`config.mk`:
```
export PLATFORM = sky130hd
export DESIGN_NAME = uart_tx_sched
export DESIGN_NICKNAME = d
export VERILOG_FILES = /design/src/rtl/uart_tx_sched.sv
export SDC_FILE = /design/constraint.sdc
export NUM_CORES = 1
export LEC_CHECK = 0
export ABC_AREA = 1
export CELL_PAD_IN_SITES_DETAIL_PLACEMENT = 0
export CELL_PAD_IN_SITES_GLOBAL_PLACEMENT = 2
export CORE_ASPECT_RATIO = 0.7
export CORE_MARGIN = 3
export CORE_UTILIZATION = 26
export DETAILED_ROUTE_END_ITERATION = 10
export PLACE_DENSITY = 0.73
export SLEW_MARGIN = 20
export SYNTH_ARGS = -nofsm -noshare
export SYNTH_HDL_FRONTEND = slang
export SYNTH_SLANG_ARGS = --single-unit
```
`constraint.sdc`:
```
create_clock -name clk -period 1.95 [get_ports clk]
set_input_delay 0.195 -clock clk [delete_from_list [all_inputs] [get_ports clk]]
set_output_delay 0.195 -clock clk [all_outputs]
set_load 0.005 [all_outputs]
```
`src/rtl/uart_tx_sched.sv`:
```
// rtl/uart_tx_sched.sv - round-robin scheduler feeding one UART transmitter, 4 requesters
// Each requester carries its own baud select; the shared generator is re-pointed and allowed to settle between frames.
module uart_tx_sched #(
  parameter int OVS    = 16,
  parameter int SETTLE = 4
) (
  input  logic        clk,
  input  logic        rst,
  input  logic [3:0]  req,
  input  logic [31:0] data_in,
  input  logic [7:0]  baud_cfg,
  input  logic        baud_tick,
  output logic [1:0]  baud_sel,
  output logic [3:0]  grant,
  output logic [1:0]  owner,
  output logic        tx,
  output logic        busy,
  output logic        done
);

  typedef enum logic [2:0] {S_IDLE, S_SETTLE, S_START, S_DATA, S_STOP} state_t;

  localparam logic [3:0] TICK_LAST   = 4'(OVS - 1);
  localparam logic [7:0] SETTLE_LAST = 8'(SETTLE - 1);

  state_t     state, state_n;
  logic [7:0] shreg, shreg_n;
  logic [3:0] tcnt, tcnt_n;
  logic [2:0] bidx, bidx_n;
  logic [7:0] scnt, scnt_n;
  logic [1:0] rr, rr_n;
  logic [1:0] owner_n, baud_sel_n;
  logic [3:0] grant_n;
  logic       tx_n, busy_n, done_n;

  logic       found;
  logic [1:0] pick, cand;
  logic [7:0] pick_data;
  logic [1:0] pick_cfg;
  logic       tick_end;
  logic [2:0] bidx_inc;

  // First pending requester at or after the rotating pointer wins.
  always_comb begin
    found = 1'b0;
    pick  = rr;
    cand  = rr;
    for (int k = 0; k < 4; k++) begin
      cand = rr + 2'(k);
      if (!found && req[cand]) begin
        found = 1'b1;
        pick  = cand;
      end
    end
  end

  assign pick_data = data_in[{pick, 3'b000} +: 8];
  assign pick_cfg  = baud_cfg[{pick, 1'b0} +: 2];
  assign tick_end  = baud_tick && (tcnt == TICK_LAST);
  assign bidx_inc  = 3'(bidx + 3'd1);

  always_comb begin
    state_n    = state;
    shreg_n    = shreg;
    tcnt_n     = tcnt;
    bidx_n     = bidx;
    scnt_n     = scnt;
    rr_n       = rr;
    owner_n    = owner;
    baud_sel_n = baud_sel;
    grant_n    = 4'b0000;
    tx_n       = tx;
    busy_n     = busy;
    done_n     = 1'b0;
    case (state)
      S_IDLE: begin
        tx_n = 1'b1;
        if (found) begin
          shreg_n       = pick_data;
          owner_n       = pick;
          grant_n[pick] = 1'b1;
          busy_n        = 1'b1;
          rr_n          = pick + 2'd1;
          tcnt_n        = 4'd0;
          bidx_n        = 3'd0;
          scnt_n        = 8'd0;
          if (pick_cfg == baud_sel) begin
            state_n = S_START;
            tx_n    = 1'b0;
          end else begin
            baud_sel_n = pick_cfg;
            state_n    = S_SETTLE;
          end
        end
      end
      // Counts raw clocks so the generator has switched before any tick is trusted.
      S_SETTLE: begin
        if (scnt == SETTLE_LAST) begin
          state_n = S_START;
          tx_n    = 1'b0;
          tcnt_n  = 4'd0;
          bidx_n  = 3'd0;
        end else begin
          scnt_n = scnt + 8'd1;
        end
      end
      S_START: begin
        if (tick_end) begin
          state_n = S_DATA;
          tcnt_n  = 4'd0;
          bidx_n  = 3'd0;
          tx_n    = shreg[0];
        end else if (baud_tick) begin
          tcnt_n = tcnt + 4'd1;
        end
      end
      S_DATA: begin
        if (tick_end) begin
          tcnt_n = 4'd0;
          if (bidx == 3'd7) begin
            state_n = S_STOP;
            bidx_n  = 3'd0;
            tx_n    = 1'b1;
          end else begin
            bidx_n = bidx_inc;
            tx_n   = shreg[bidx_inc];
          end
        end else if (baud_tick) begin
          tcnt_n = tcnt + 4'd1;
        end
      end
      S_STOP: begin
        if (tick_end) begin
          state_n = S_IDLE;
          tcnt_n  = 4'd0;
          done_n  = 1'b1;
          busy_n  = 1'b0;
          tx_n    = 1'b1;
        end else if (baud_tick) begin
          tcnt_n = tcnt + 4'd1;
        end
      end
      default: begin
        state_n = S_IDLE;
        tx_n    = 1'b1;
        busy_n  = 1'b0;
      end
    endcase
  end

  always_ff @(posedge clk or posedge rst) begin
    if (rst) begin
      state    <= S_IDLE;
      shreg    <= 8'd0;
      tcnt     <= 4'd0;
      bidx     <= 3'd0;
      scnt     <= 8'd0;
      rr       <= 2'd0;
      owner    <= 2'd0;
      baud_sel <= 2'b00;
      grant    <= 4'b0000;
      tx       <= 1'b1;
      busy     <= 1'b0;
      done     <= 1'b0;
    end else begin
      state    <= state_n;
      shreg    <= shreg_n;
      tcnt     <= tcnt_n;
      bidx     <= bidx_n;
      scnt     <= scnt_n;
      rr       <= rr_n;
      owner    <= owner_n;
      baud_sel <= baud_sel_n;
      grant    <= grant_n;
      tx       <= tx_n;
      busy     <= busy_n;
      done     <= done_n;
    end
  end

endmodule

```
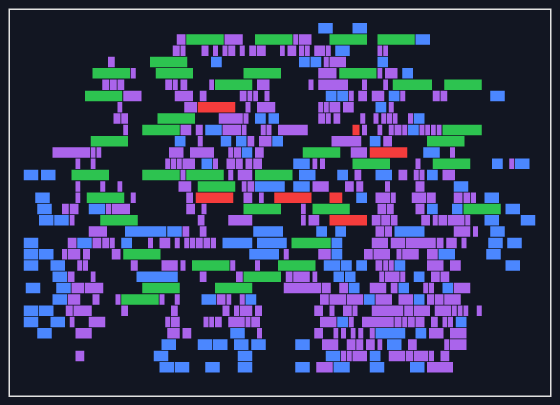
**Above:** run 1 (placement by cell class).
flops -> green  # cells 39, share of their area 22%
clock drivers and dummy loads -> red  # cells 7, share of their area 3.1%
other buffers and delay cells -> blue  # cells 123, share of their area 28%
combinational and other logic -> purple  # cells 333, share of their area 47%

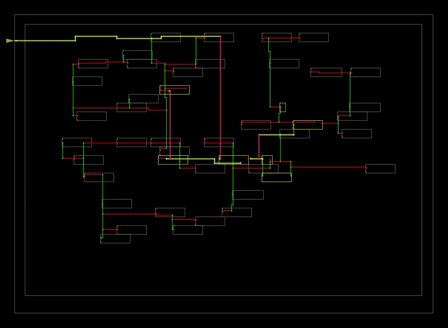
**Above:** run 1 (clock wiring as the flow saved it).
number of buffers added by the clock tree synthesis step: 5
layout clock buffer count: 5

==> writeup.txt, run 1 <==
The run finished, with violations left. The placeable core region is 10400 µm². With the number of antenna violations at the first check in global routing at 0, the number of nets produced by synthesis is 437.

The switching part of the total power is 46.5%. For the clock network power share, the log shows 8.0%. The area fraction in and, or, nand and nor cells after synthesis came out at 38.3%. In the final layout, clock buffers and inverters account for 3.00% of the cell area. met2 track demand over resource after global routing is 22.5%.

The tools report the clock tree root buffer cell as clkbuf_16. For reference, the critical path cell chain is clkinv_4 > buf_12 > nand2_2 > nand3_1 > nand2_2 > nand4_4 > nand2_4 > nand2_8 > buf_12 > buf_12 > inv_12 > buf_6 > nor2_2 > nor2_1 > o21ai_1 > a31oi_1. The analysis attributes to net switching a power of 4.59 mW. The data required time at the worst endpoint came out at 2.15 ns. The most critical hold endpoint after final layout shows a slack of 0.352 ns. In the global route stage, overall resource usage came out at 15.4%. The number of placed instances, taps included, is 608. The run gives 3.58% for the adder and majority gate portion of the synthesized area.

The logs give 2.16 nW for the standby leakage power and 39 for the number of flip-flops and latches. The via count of the first global-routing pass was 2955; the top fanout value on the critical path was 8. For this run, the final setup violation count is recorded as 33. The run gives -0.273 ns for the worst-case setup margin in the final layout. The sequential power reported by the tool is 1.33 mW.

The distinct cell type count of the synthesized netlist was 41. The final reports fail on negative setup slack. Per the detail_route report, routed wire per instance is 13.6 µm. The mux cell area share after synthesis works out to 0%. Met3 layer usage reported by global route: 3.34%. Clock-pin slew was measured on the worst setup and hold paths at 0.06 ns.
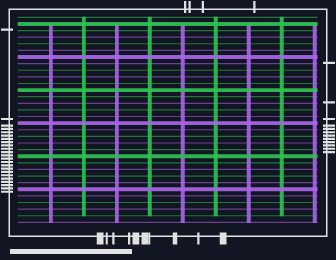
**Above:** run 1 (PDN straps and rails).
The bar under the picture is 50 µm long. Pins as bars on the die edge.
VSS -> purple
VDD -> green
met4 straps = 9
rows = 31
signal pins = 58
met5 straps = 6

**Run 1: signal wires by layer**

The bar under the picture is 50 µm long.
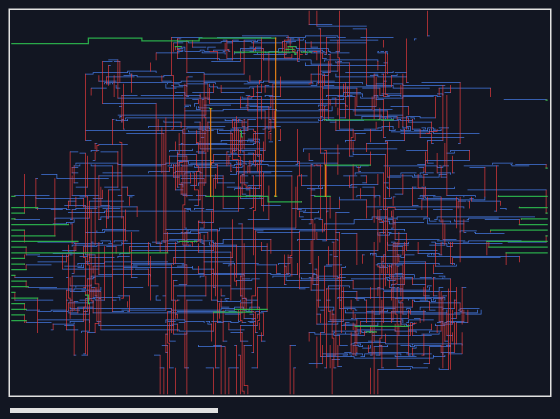

==> inputs of run 2 (changes only) <==
- CORE_UTILIZATION: 26 -> 32
- DONT_BUFFER_PORTS: default -> 1
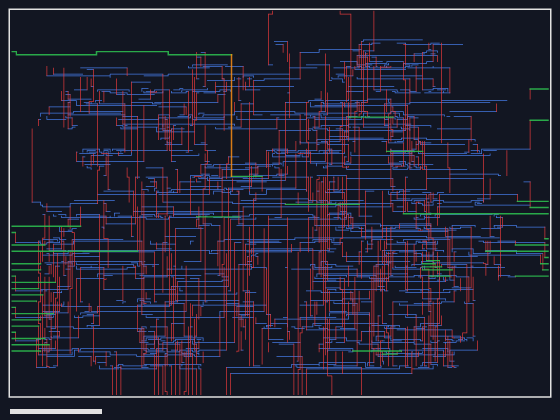
**Above:** run 2 (signal wires by layer).
The bar under the picture is 20 µm long.
metal 4 -> orange  # wire length 26.5 µm
metal 3 -> green  # wire length 350 µm
metal 1 -> blue  # wire length 4330 µm
metal 2 -> red  # wire length 3490 µm

==> writeup.txt, run 2 <==
The final reports fail on negative setup slack. The logs give 0.111 ns for the worst slack on hold paths and 16.2% for the global-route usage over all layers. The wire length per cell after detailed routing came out at 14.4 µm. Via count of the first global-routing pass: 2674. Met2 usage in global routing: 24.6%. Including well taps, the total number of placed cells is 535. The run finished, with violations left. For reference, simple AND, OR, NAND and NOR cells occupy 38.3% of the area reported after synthesis. The CTS clock-pin slew for the worst setup and hold paths was 0.06 ns.

The run gives 437 for the number of nets produced by synthesis. Top fanout value on the critical path: 6. Counting distinct cell types in the post-synthesis netlist gives 41.

The standby leakage power was 1.96 nW; the reported net switching power was 4.45 mW. The logs give 0 for the number of antenna violations at the first check in global routing and -0.216 ns for the worst-case setup margin in the final layout. The final-layout clock buffer total was 6. The design has 39 sequential cells. The global routing report lists met3 layer usage as 3.91%. The flow reports that the clock network draws 10.9% of the design power. With the switching part of the total power at 45.8%, the adder and majority gate portion of the synthesized area is 3.58%.

Number of endpoints failing setup at the final stage: 38. The run gives 0.45 ns for the stage delay of the slowest cell on the critical path. The mux cell area share after synthesis came out at 0%.
**Run 2: placement by cell class**

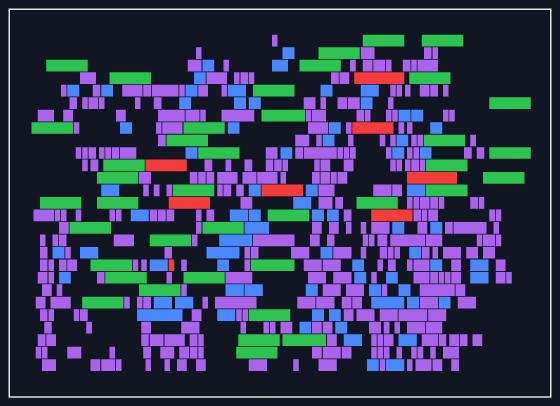

==> inputs of run 3 (changes only) <==
- SETUP_SLACK_MARGIN: default -> 0.1
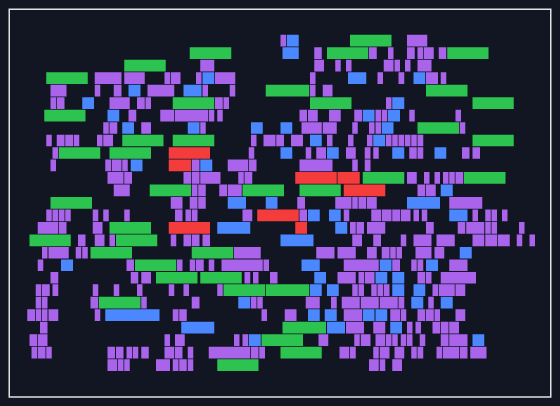
**Above:** run 3 (placement by cell class).
other buffers and delay cells -> blue  # cells 60, share of their area 15%
clock drivers and dummy loads -> red  # cells 8, share of their area 4.4%
flops -> green  # cells 39, share of their area 27%
combinational and other logic -> purple  # cells 333, share of their area 53%

==> writeup.txt, run 3 <==
With the CTS clock-pin slew for the worst setup and hold paths at 0.06 ns, the area fraction in and, or, nand and nor cells after synthesis is 38.3%. After detailed routing, the average wire length per cell comes to 13.5 µm. For met3 alone, demand over resource in global routing was 3.50%. With the distinct cell type count of the synthesized netlist at 41, the mux cell area share after synthesis is 0%.

The checks that failed: negative setup slack. The run gives 1.82 nW as the standby leakage power. Hold timing on the final database bottoms out at a slack of 0.138 ns. For the final-layout clock buffer total, the log shows 7. In this run the critical path is formed by inv_6 > nand2_1 > nand2_4 > nand2_2 > nand2_4 > nor2_4 > buf_4 > nand2_2 > nor2_4 > nor2_8 > nor2_8 > nor3_4 > nand2_1 > nor2_2 > nand2_1 > nor2_2 > nor3_2. From the final report, the count of setup violators was given as 32.

At floorplan, the net count of the design was reported as 437. According to the floorplan report, the die height is 84.2 µm. After Yosys synthesis, full adders, half adders and majority gates account for 3.58% of the synthesized area.

According to the floorplan report, the placeable core area is 8180 µm². With the stage delay of the slowest cell on the critical path at 0.46 ns, the worst-case setup margin in the final layout is -0.174 ns. The tree is rooted in a clkbuf_16.

Sequential power for this build is 1.34 mW. The met2 usage in global routing is 22.9%. The number of flip-flops and latches is 39.

The power report shows net switching accounting for 46.7% of the total. The run gives 2620 for the via count of the first global-routing pass. The run gives 15.7% as the global-route usage over all layers. The run finished, with violations left. Of the total power, the clock network draws 10.2%. The top fanout value on the critical path works out to 8. The TritonCTS buffer count is 5, and the data required time at the worst endpoint is 2.11 ns.
Power figures rest on the tool's default switching activity, not on a simulated workload.
